[src/rtl/vec_mem_wb_stage.sv]
// vec_mem_wb_stage: MEM->WB pipeline register for the vector datapath.
// Valid/ready handshake with a two-entry (main + skid) buffer, synchronous
// flush and per-lane write enables. in_ready is fully registered.
// Optional macro VEC_MEM_WB_PERF_CNT_EN adds saturating stall/bubble counters.
module vec_mem_wb_stage #(
  parameter int unsigned DATA_W = 32,
  parameter int unsigned LANES  = 4,
  parameter int unsigned ADDR_W = 5
) (
  input  logic                     clk,
  input  logic                     rst_n,
  input  logic                     flush,
  input  logic                     in_valid,
  output logic                     in_ready,
  input  logic                     RegWrite_i,
  input  logic                     MemtoReg_i,
  input  logic [LANES-1:0]         lane_mask_i,
  input  logic [LANES*DATA_W-1:0]  alu_result_i,
  input  logic [LANES*DATA_W-1:0]  read_data_i,
  input  logic [ADDR_W-1:0]        write_addr_i,
  output logic                     out_valid,
  input  logic                     out_ready,
  output logic                     RegWrite_o,
  output logic                     MemtoReg_o,
  output logic [LANES-1:0]         lane_we_o,
  output logic [LANES*DATA_W-1:0]  alu_result_o,
  output logic [LANES*DATA_W-1:0]  read_data_o,
`ifdef VEC_MEM_WB_PERF_CNT_EN
  output logic [31:0]              stall_cnt_o,
  output logic [31:0]              bubble_cnt_o,
`endif
  output logic [ADDR_W-1:0]        write_addr_o
);

  localparam int unsigned VEC_W = LANES * DATA_W;

  typedef struct packed {
    logic              regwrite;
    logic              memtoreg;
    logic [LANES-1:0]  mask;
    logic [VEC_W-1:0]  alu;
    logic [VEC_W-1:0]  rdata;
    logic [ADDR_W-1:0] addr;
  } beat_t;

  beat_t main_q, main_d;
  beat_t skid_q, skid_d;
  beat_t in_beat;
  logic  main_valid_q, main_valid_d;
  logic  skid_valid_q, skid_valid_d;
  logic  in_ready_q, in_ready_d;
  logic  in_fire, out_fire;

  assign in_beat = '{regwrite: RegWrite_i,
                     memtoreg: MemtoReg_i,
                     mask:     lane_mask_i,
                     alu:      alu_result_i,
                     rdata:    read_data_i,
                     addr:     write_addr_i};

  assign in_fire  = in_valid & in_ready_q;
  assign out_fire = main_valid_q & out_ready;

  // Next-state for the main/skid buffer; flush overrides every load and transfer
  always_comb begin
    main_d       = main_q;
    skid_d       = skid_q;
    main_valid_d = main_valid_q;
    skid_valid_d = skid_valid_q;
    if (flush) begin
      main_valid_d = 1'b0;
      skid_valid_d = 1'b0;
    end else if (skid_valid_q) begin
      // in_ready is low while the skid holds a beat, so no input can fire here
      if (out_fire) begin
        main_d       = skid_q;
        skid_valid_d = 1'b0;
      end
    end else if (!main_valid_q || out_fire) begin
      main_valid_d = in_fire;
      if (in_fire) begin
        main_d = in_beat;
      end
    end else if (in_fire) begin
      skid_d       = in_beat;
      skid_valid_d = 1'b1;
    end
    // Registered ready: tracks the skid occupancy one edge later
    in_ready_d = ~skid_valid_d;
  end

  // State registers with asynchronous active-low reset
  always_ff @(posedge clk or negedge rst_n) begin
    if (!rst_n) begin
      main_q       <= '0;
      skid_q       <= '0;
      main_valid_q <= 1'b0;
      skid_valid_q <= 1'b0;
      in_ready_q   <= 1'b0;
    end else begin
      main_q       <= main_d;
      skid_q       <= skid_d;
      main_valid_q <= main_valid_d;
      skid_valid_q <= skid_valid_d;
      in_ready_q   <= in_ready_d;
    end
  end

  assign in_ready     = in_ready_q;
  assign out_valid    = main_valid_q;
  assign RegWrite_o   = main_q.regwrite & main_valid_q;
  assign MemtoReg_o   = main_q.memtoreg;
  assign lane_we_o    = main_q.mask & {LANES{RegWrite_o}};
  assign alu_result_o = main_q.alu;
  assign read_data_o  = main_q.rdata;
  assign write_addr_o = main_q.addr;

`ifdef VEC_MEM_WB_PERF_CNT_EN
  logic [31:0] stall_cnt_q, bubble_cnt_q;

  // Saturating stall/bubble counters; only rst_n clears them
  always_ff @(posedge clk or negedge rst_n) begin
    if (!rst_n) begin
      stall_cnt_q  <= '0;
      bubble_cnt_q <= '0;
    end else begin
      if (main_valid_q && !out_ready && (stall_cnt_q != '1)) begin
        stall_cnt_q <= stall_cnt_q + 32'd1;
      end
      if (!main_valid_q && (bubble_cnt_q != '1)) begin
        bubble_cnt_q <= bubble_cnt_q + 32'd1;
      end
    end
  end

  assign stall_cnt_o  = stall_cnt_q;
  assign bubble_cnt_o = bubble_cnt_q;
`endif

endmodule

[config.mk]
export PLATFORM = sky130hd
export DESIGN_NAME = vec_mem_wb_stage
export DESIGN_NICKNAME = d
export VERILOG_FILES = /design/src/rtl/vec_mem_wb_stage.sv
export SDC_FILE = /design/constraint.sdc
export NUM_CORES = 1
export LEC_CHECK = 0
export ABC_AREA = 0
export CORE_ASPECT_RATIO = 1.4
export CORE_MARGIN = 3
export CORE_UTILIZATION = 45
export DETAILED_ROUTE_END_ITERATION = 16
export GPL_TIMING_DRIVEN = 0
export PLACE_DENSITY = 0.73
export SYNTH_ARGS = -nofsm -noshare
export SYNTH_HDL_FRONTEND = slang
export SYNTH_SLANG_ARGS = --single-unit
[constraint.sdc]
create_clock -name clk -period 5.82 [get_ports clk]
set_input_delay 0.873 -clock clk [delete_from_list [all_inputs] [get_ports clk]]
set_output_delay 0.873 -clock clk [all_outputs]
set_load 0.05 [all_outputs]
==> flow_summary_export.csv <==
group,metric,value,unit
run_status,outcome,"finished, final reports clean",
detailed_routing,drt-pass1-iter-count,4,
floorplanning,fp.dieW,206,um
power_and_ir_drop,power_density,409,nW/um2
worst_setup_path,cp_top_family,"buffers and inverters",
floorplanning,fp-utilization,0.459,
power_and_ir_drop,switching_share,0.329,
sta,finClkSkew,17.1,ps
grt,grt_overflow,0,
synthesis,synth_chip_area,25100,um2
sta,fin_crit_sh,0.537,
cells_and_area,nNetsFinal,2577,
detailed_routing,drt-initial-drc-count,434,
sta,fmax,0.320,GHz
worst_setup_path,cp_cell_sequence,"buf_2 > and3_1 > clkdlybuf4s50_1",
detailed_routing,vias,15100,
worst_setup_path,crit_slowest_cell,"clkdlybuf4s50_1",
sta,max-slew-margin-rel,0.398,
clock_tree,cts.sinks,537,
cells_and_area,n_fill_cell,4241,
detailed_routing,wirelength,62900,um
job,log.warning_count,35,
worst_setup_path,cp_num_buf_inv,2,
sta,rsz0062_at_grt,"no",
power_and_ir_drop,p_comb_frac,0.352,
floorplanning,rows,101,
synthesis,ys.flops,537,
power_and_ir_drop,cellLeakagePower,14.4,nW
synthesis,netlist_top_cells_count,"mux2_2, dfrtp_1, buf_4, mux2_1, buf_2",
synthesis,netlist.area_leader.share,0.535,
floorplanning,chip_area,58700,um2
sta,tightest_slew,902,ps
clock_tree,clockBufferDepth,3,
power_and_ir_drop,p_int,9.19,mW
cells_and_area,areaGrowthSynthToFinish,33.2,%
grt,grt_util_all_layers,0.212,
synthesis,synth_area,25100,um2
sta,tns,0,ps
synthesis,async_flop_share,1.00,
synthesis,flop_cell,"dfrtp_1",
grt,grt_max_degree,123,
placed_design,gp_congestion,0.801,
synthesis,edf_count,0,
worst_setup_path,startpoint_type,"register",
clock_tree,cts_resized,0,
sta,final-hold-violation-count,0,
detailed_routing,vias_per_cell,4.90,
sta,fin_crit,3120,ps
synthesis,synth_dominant_cell_count,"mux2_2",
metal layers:
| metal | global-route usage | vias up | share of wire |
|---|---|---|---|
| met5 | 0 | - | 0.00021 |
| met4 | 0.0689 | 2 | 0.026 |
| met3 | 0.0622 | 90 | 0.073 |
| met2 | 0.387 | 377 | 0.53 |
| met1 | 0.233 | 7668 | 0.37 |
| li1 | - | 6940 | - |
kinds of logic after synthesis:
family                 Yosys count  share of synthesized area
AND-OR/OR-AND                    5                    0.00204
buffers and inverters          353                      0.101
flip-flops                     537                      0.535
multiplexers                   801                      0.359
AND/OR/NAND/NOR                  9                    0.00269
stage by stage:
stage	hold slack [ps]	cells
3_3_place_gp	461	2966
6_report	304	3079
3_5_place_dp	474	2970
5_1_grt	327	3077
4_1_cts	305	3071
2_1_floorplan	450	1705
sequential cells by signal (all words and copies together) (netlist names):
register	flops
main_q	5
MemtoReg_o	1
write_addr_o	5
alu_result_o	128
skid_valid_q	1
in_ready	1
read_data_o	128
out_valid	1
skid_q	267
worst paths after layout:
check	start	end	slack (ps)	depth (start not counted)
max	out_valid	lane_we_o[3]	2700	3
min	rst_n	skid_q[7]	300	1
max in group asynchronous	rst_n	alu_result_o[4]	3880	3
min in group clk	read_data_o[5]	read_data_o[5]	490	1
max reg2reg	skid_valid_q	alu_result_o[17]	3070	5
min reg2reg	read_data_o[5]	read_data_o[5]	490	1
layout by cell type (no fill, tap or decap):
| cell type | instances |
|---|---|
| mux2_2 | 715 |
| clkdlybuf4s50_1 | 539 |
| dfrtp_1 | 537 |
| buf_4 | 283 |
| mux2_1 | 86 |
| clkbuf_16 | 57 |
| buf_2 | 32 |
| clkbuf_1 | 29 |
| clkbuf_8 | 19 |
| buf_6 | 13 |
| clkinv_2 | 13 |
| diode_2 | 8 |
| and3_1 | 4 |
| bufinv_16 | 4 |
| buf_16 | 4 |
| inv_1 | 2 |
| nand2_1 | 2 |
| clkbuf_4 | 2 |
| and2_1 | 1 |
| nand3b_4 | 1 |
| nor4b_1 | 1 |
| a31o_2 | 1 |
| a31oi_1 | 1 |
| a221oi_4 | 1 |
| o21ai_0 | 1 |
| a21oi_1 | 1 |
| buf_8 | 1 |
final cells by class:
cell class	instances	area (um2)	share of cell area
sequential	537	13400	0.402
multi-input combinational	815	9140	0.273
timing repair buffer	544	5520	0.165
buffer	351	2530	0.0758
clock buffer	84	1710	0.0511
tap	721	902	0.0270
clock inverter	17	185	0.00554
antenna	8	20.0	0.000598
inverter	2	7.51	0.000224
worst register-to-register path, cell delays in order, from the launching register on:
cell,delay (ps)
dfrtp_1,350
buf_2,290
clkbuf_1,720
clkbuf_1,580
mux2_2,400
mux2_1,290
power groups by stage:
stage / clock, mW / combinational, mW / sequential (mW)
after global routing: 3.90 / 5.05 / 5.34
after CTS: 3.75 / 4.87 / 5.21
after global placement: 0 / 4.76 / 5.24
final: 3.66 / 4.81 / 5.21
after detailed placement: 0 / 4.85 / 5.27
after floorplan: 0 / 3.40 / 5.11
**Local utilization**

Drawn at 1 px/um. The die is cut into 21 by 29 equal tiles; dark purple is low, yellow is high, 0 to 100% covered.
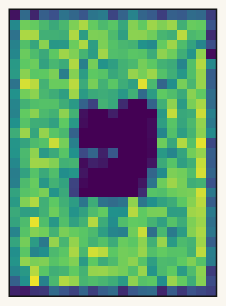
fullest tile: 98%
emptiest ninth of the die: middle
nearly empty tiles: 8.7%
mean over tiles: 55%
tiles over 75% full: 27%

**Clock routing**

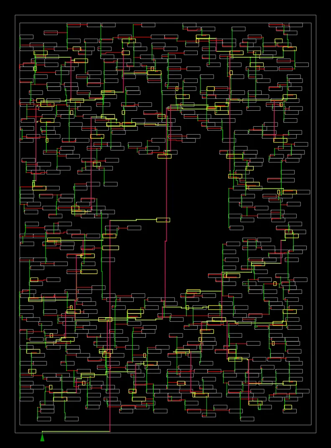
clk latency late pin: 590 ps
layout clock buffer count: 84

**Port wiring**

Drawn at 1 px/um.
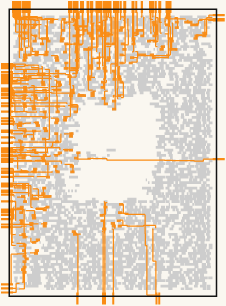
[`alu_result_i`] orange | direction: input | end cells: 256 | buffers: 128 | wire: 6790 um
port bufs: 540
I/O pin count: 541

**Logic cells by family**

Drawn at 1.5 px/um.
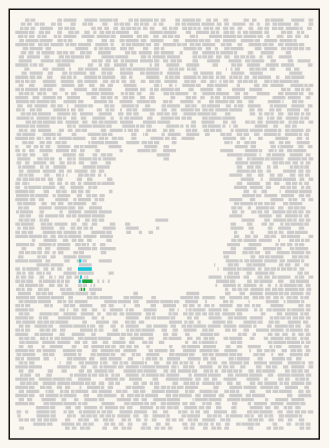
[aoi and oai cells] cyan | cells: 4 | where: left middle
[nand cells] green | cells: 3
most frequent logic cell in the layout: mux2_2
Post-Layout Cell Count: 3079
Comb area share: 0.273

**Sequential cells grouped by signal name**

Drawn at 1 px/um.
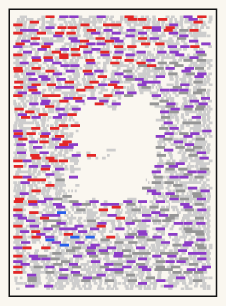
[`alu_result_o`] red | sequential cells: 128
[`write_addr_o`] blue | sequential cells: 5 | where: bottom left
[`skid_q`] purple | sequential cells: 267 | where: spread over the die
not coloured: 137

Power is estimated from default activity; no workload was simulated.
